==> config.mk <==
export PLATFORM = sky130hd
export DESIGN_NAME = m21_rr_arbiter
export DESIGN_NICKNAME = d
export VERILOG_FILES = /design/src/rtl/m21_rr_arbiter.sv
export SDC_FILE = /design/constraint.sdc
export NUM_CORES = 1
export LEC_CHECK = 0
export CORE_MARGIN = 2
export CORE_UTILIZATION = 40
export DETAILED_ROUTE_END_ITERATION = 8
export GPL_TIMING_DRIVEN = 0
export PLACE_DENSITY = 0.74
export SYNTH_ARGS = -nofsm -noshare
export SYNTH_HDL_FRONTEND = slang
export SYNTH_SLANG_ARGS = --single-unit
==> constraint.sdc <==
create_clock -name CLK -period 2 [get_ports CLK]
set_input_delay 0.6 -clock CLK [delete_from_list [all_inputs] [get_ports CLK]]
set_output_delay 0.6 -clock CLK [all_outputs]
set_load 0.03 [all_outputs]
### Sequential cells grouped by signal name, run 1

The bar under the picture is 20 µm long. Other sequential cells in the stronger gray, the rest of the logic in the fainter gray.
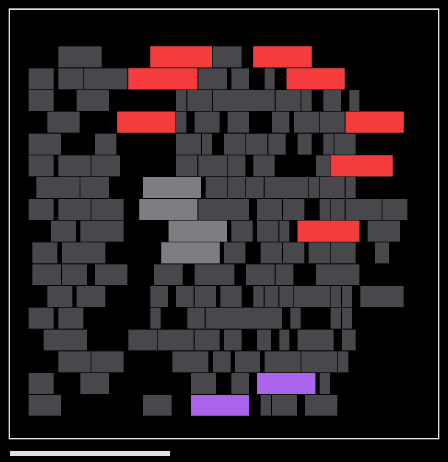
cnt_q -> red  # sequential cells 8
state_q -> purple  # sequential cells 2
not colored = 4
Seq area share: 19.9%
register area: 288 µm²
final core utilization: 64.1%

### Gate families picked out, run 1

The bar under the picture is 20 µm long.
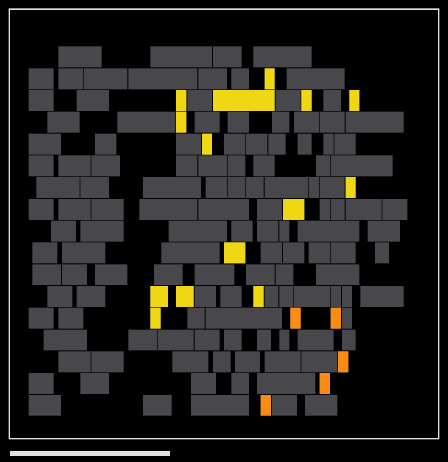
NOR gates -> yellow  # cells 14
inverters -> orange  # cells 5, where lower right
Post-Layout Cell Count: 173
Comb/total area: 46.7%
Commonest Layout Cell: dlygate4sd2_1

### Cell classes on the final placement, run 1

The bar under the picture is 20 µm long. Fill, decap, tap and diode cells in gray.
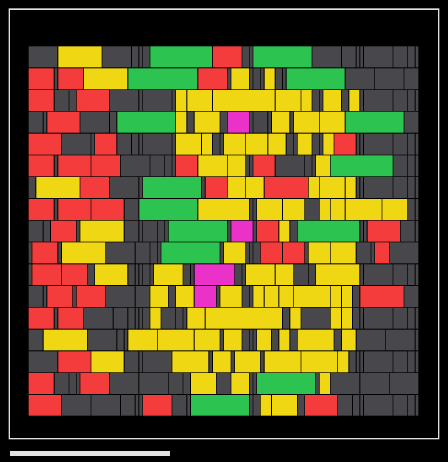
clock drivers and dummy loads -> magenta  # cells 4
combinational and other logic -> yellow  # cells 86
flops -> green  # cells 14
other buffers and delay cells -> red  # cells 41
Core Footprint: 2250 µm²
row count: 17
final instance area: 1450 µm²

==> Slide: Implementation Results, run 1 <==
Flow Results at a Glance

Status
  • Status: finished, violations left
  • Failing checks: negative setup slack

Clocking
  • Clk_lat worst skew: 0.29 ns
  • CTS Buffer Depth: 2
  • Clock Tree Root: clkbuf_4
  • CTS H-tree lvls: 1
  • Post-CTS Hold Fix Bufs: 0
  • CTS tree: done

Critical path
  • Worst R2R Setup Slack: 0.02 ns
  • CP max FO: 1
  • Crit path required time: 1.40 ns
  • Crit. End Element: primary output
  • Worst setup path category: primary input to primary output

Hold path
  • Hold crit path type: flop to flop

Timing
  • Clock skew: 0.00327 ns
  • Slew HR: 77.9%
  • Fmax: 0.497 GHz
  • Final hold vios: 0
  • Setup ws final: -0.0127 ns
  • Worst Max-Slew Pin Slew: 0.328 ns
  • RSZ-0062 raised after global routing: yes
  • Crit path time final: 2.01 ns
  • Final setup fails: 2
  • Tcrit/Tclk final: 101%

Floorplan
  • Io pins: 33
  • Chip area: 2860 µm²

Power
  • Max IR drop VDD: 0.000388 V
  • Pwr dens: 704 nW/µm²
  • Pwr Total: 1.02 mW

Route
  • Vias after detailed routing: 942
  • Vias per cell: 5.45
  • Drt pass-1 iters: 6
  • Drt drc: 0

Yosys
  • Share of flip-flops with an asynchronous set or reset: 0%
  • Gate Count Post-Synth: 106
  • Syn avg cell area: 9.23 µm²
  • Post-synthesis sequential area ratio: 28.6%
  • Post-synth EDFFs: 0
  • Number of synthesized register bits: 14
  • Commonest register cell after synthesis: dfxtp_1
  • YS chip area: 978 µm²

Final layout
  • Max FFs per register: 8
  • # nets final: 174
  • Area Growth Syn to Fin: 47.7%

Global route
  • Gr ovfl total: 0
  • Largest net degree at the start of global routing: 11
  • First-pass GRT wire length: 4.01 mm

Flow run
  • Max Cap Viol: 0
  • Log Warnings: 33
-- run 1: where the power goes --
part / switching, mW / internal [mW] / leakage (nW)
clock: 0.0971 / 0.111 / 0.0210
combinational: 0.242 / 0.236 / 0.467
sequential: 0.0279 / 0.305 / 0.116
-- run 1: metal layers --
metal / part of all wire, % / vias to the layer above / track usage (%)
met4: 1.5 / 0 / 7.69
met2: 52 / 45 / 35.4
met5: 0 / - / 0
met1: 40 / 430 / 22.1
met3: 6.7 / 5 / 3.67
li1: - / 462 / -
-- run 1: through the flow --
step	setup TNS, ns	setup slack [ns]	cells
6_report	-0.0166	-0.0127	173
2_1_floorplan	-0.133	-0.0755	106
5_1_grt	-0.217	-0.0854	173
3_3_place_gp	-8.36	-0.745	164
3_5_place_dp	-8.81	-0.797	164
4_1_cts	-0.0176	-0.0176	173
-- run 1: cell type report --
type,instances,area (µm²)
multi-input cells,81,674
inverters,5,18.8
repair buffers,37,344
fillers,206,810
plain buffers,4,48.8
clock buffers,4,36.3
flip-flops and latches,14,288
well taps,28,35.0
-- run 1: logic make-up (layout without fill, tap and decap cells) --
logic type	after synthesis	after routing	share of synthesized area [%]
AND-OR/OR-AND	17	17	14.7
XOR/XNOR	7	7	6.27
adder cells (fa/ha/maj)	7	7	8.95
buffers and inverters	11	50	6.14
flip-flops	14	14	28.6
multiplexers	10	10	11.3
AND/OR/NAND/NOR	40	40	24.0
-- run 1: timing repair --
| item | CTS | global route |
|---|---|---|
| setup endpoints to repair | 13 | 4 |
| hold endpoints to repair | 0 | 0 |
| resized | 86 | 5 |
| buffers inserted | 6 | 1 |
| pin swaps | 4 | 4 |
-- run 1: cell usage in the layout (no fill, tap or decap), types with 2 or more instances in the layout --
master / instances
nand3_1: 2
nor2b_1: 2
a21oi_1: 2
mux2_2: 2
nand2_1: 8
buf_4: 7
mux2_4: 6
a31o_1: 2
a31oi_1: 2
xor2_1: 7
nand4_1: 6
mux2i_1: 2
ha_1: 7
a311oi_1: 2
buf_6: 9
buf_8: 2
dfxtp_1: 10
clkbuf_4: 4
clkdlybuf4s50_1: 8
dlygate4sd2_1: 12
dfxtp_2: 3
o21ai_0: 2
nor2_1: 9
nor3b_1: 2
inv_1: 5
-- run 1: critical path, stage by stage --
cell	delay, ns
clkdlybuf4s50_1	0.40
mux2_2	0.27
buf_6	0.14
==> run 1 -> run 2 <==
==> constraint.sdc (replaced) <==
create_clock -name CLK -period 2 [get_ports CLK]
set_input_delay 0.6 -clock CLK [delete_from_list [all_inputs] [get_ports CLK]]
set_output_delay 0.6 -clock CLK [all_outputs]
set_load 0.1 [all_outputs]
### Gate families picked out, run 2

The bar under the picture is 20 µm long.
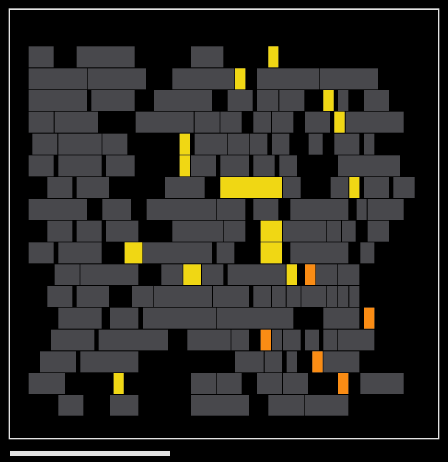
Post-Layout Cell Count: 170
Comb/total area: 45.7%

### Cell classes on the final placement, run 2

The bar under the picture is 20 µm long. Fill, decap, tap and diode cells in gray.
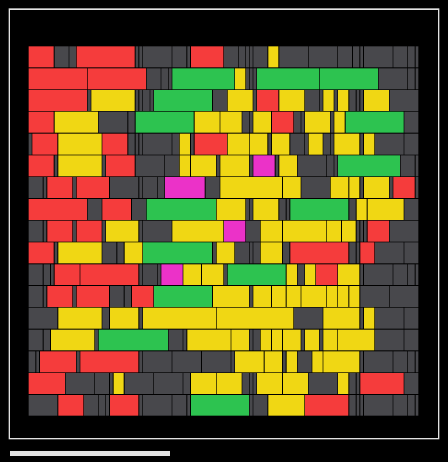
final instance area: 1530 µm²
Seq area share: 19.3%

==> run 2 against run 1 <==
Die size is the same. Critical path type unchanged. The flow still finishes with violations (negative setup slack). Utilization increased by 3.8 points. Via count shrank 0.42%. Highest routed layer unchanged.
==> Slide: Implementation Results, run 2 <==
Flow Results at a Glance

Floorplan
  • Chip area: 2860 µm² (unchanged)
  • Row count: 17 (unchanged)
  • Core Footprint: 2250 µm² (unchanged)

Timing
  • RSZ-0062 raised after global routing: yes
  • Worst Max-Slew Pin Slew: 0.552 ns (+0.224 ns)
  • Final setup fails: 2 (unchanged)
  • Tcrit/Tclk final: 103% (+2.1 points)
  • Final hold vios: 0 (unchanged)
  • Crit path time final: 2.05 ns (+0.0411 ns)
  • Fmax: 0.487 GHz (-2.0%)
  • Setup ws final: -0.0538 ns (-0.0411 ns)

Critical path
  • CP max FO: 1 (unchanged)
  • Worst setup path category: primary input to primary output
  • Crit. End Element: primary output
  • Worst R2R Setup Slack: -0.03 ns (-0.05 ns)
  • Crit path required time: 1.40 ns (about the same)

Power
  • Max IR drop VDD: 0.000660 V (+70%)
  • Pwr Total: 1.32 mW (+30%)
  • Pwr dens: 862 nW/µm² (+22%)

Final layout
  • Register area: 295 µm² (+2.6%)
  • Max FFs per register: 8 (unchanged)
  • Commonest Layout Cell: dlygate4sd2_1
  • Combinational gate area: 699 µm² (+3.7%)
  • Top Layout Cells: dlygate4sd2_1, nor2_1, buf_12, nand2_1, dfxtp_1
  • # nets final: 171 (-1.7%)

Status
  • Failing checks: negative setup slack
  • Status: finished, violations left

Yosys
  • Commonest register cell after synthesis: dfxtp_1
  • YS chip area: 978 µm² (unchanged)
  • Post-synth EDFFs: 0 (unchanged)
  • Share of flip-flops with an asynchronous set or reset: 0% (unchanged)
  • Number of synthesized register bits: 14 (unchanged)
  • Post-synthesis sequential area ratio: 28.6% (unchanged)

Clocking
  • CTS Buffer Depth: 2 (unchanged)
  • Clk_lat worst skew: 0.28 ns (about the same)
  • CTS H-tree lvls: 1 (unchanged)

Hold path
  • Hold crit path type: flop to flop

Global route
  • Gr ovfl total: 0 (unchanged)
  • Largest net degree at the start of global routing: 11 (unchanged)
  • First-pass GRT wire length: 4.33 mm (+8.1%)

Route
  • Vias after detailed routing: 938 (-0.42%)
  • Drt drc: 0 (unchanged)
  • Drt pass-1 iters: 4 (-2)
  • Vias per cell: 5.52 (+1.3%)

Flow run
  • Max Cap Viol: 0 (unchanged)
### Placement view, run 2

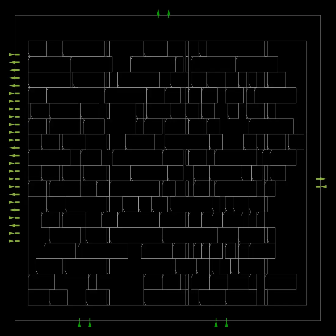
Fillers: 178
sequential cells: 14
final core utilization: 67.9%

run 2: power by group:
group          internal [mW]  switching (mW)  leakage, nW
clock                  0.111          0.0946       0.0210
combinational          0.295           0.480        0.501
sequential             0.310          0.0274        0.117
total                  0.717           0.602        0.640
run 2: timing repair:
action                                 CTS  global route
gates resized                          111             9
endpoints found under the hold margin    0             0
buffers inserted                         2             2
setup endpoints to repair               16             4
gates cloned                             0             0
hold buffers                             0             0
pin swaps                                4             7
run 2: area by class of cell:
type / instances / share of cell area, %
Clock buffer: 4 / 2.37
Buffer: 4 / 3.76
Sequential cell: 14 / 19.3
Timing Repair Buffer: 34 / 25.3
Tap cell: 28 / 2.29
Inverter: 5 / 1.23
Multi-Input combinational cell: 81 / 45.7
run 2: cell families after synthesis:
logic type               Yosys count  share of synthesized area [%]
adder cells (fa/ha/maj)            7                           8.95
XOR/XNOR                           7                           6.27
multiplexers                      10                           11.3
AND/OR/NAND/NOR                   40                           24.0
buffers and inverters             11                           6.14
flip-flops                        14                           28.6
AND-OR/OR-AND                     17                           14.7
run 2: stage by stage:
| stage | cells | util, % | cell area [µm²] | TNS (ns) | setup slack [ns] |
|---|---|---|---|---|---|
| after floorplan | 106 | - | 1020 | -0.557 | -0.0966 |
| after global placement | 164 | 60.2 | 1360 | -12.66 | -0.946 |
| after CTS | 169 | 66.5 | 1500 | -0.105 | -0.0576 |
| final | 170 | 67.9 | 1530 | -0.0798 | -0.0538 |
| after global routing | 170 | 67.9 | 1530 | -0.324 | -0.133 |
| after detailed placement | 164 | 60.2 | 1360 | -12.97 | -0.945 |
run 2: layer usage:
metal,track usage [%],up-vias,wire length [µm]
met5,0,-,0
met4,6.41,0,34
met3,4.52,4,192
met2,37.9,47,1270
met1,24.8,427,1060
li1,-,460,-
run 2: critical path, cell delays in order:
cell and delay [ns]:
clkdlybuf4s50_1 0.40, mux2_2 0.27, buf_6 0.19
Power is estimated from default activity; no workload was simulated.
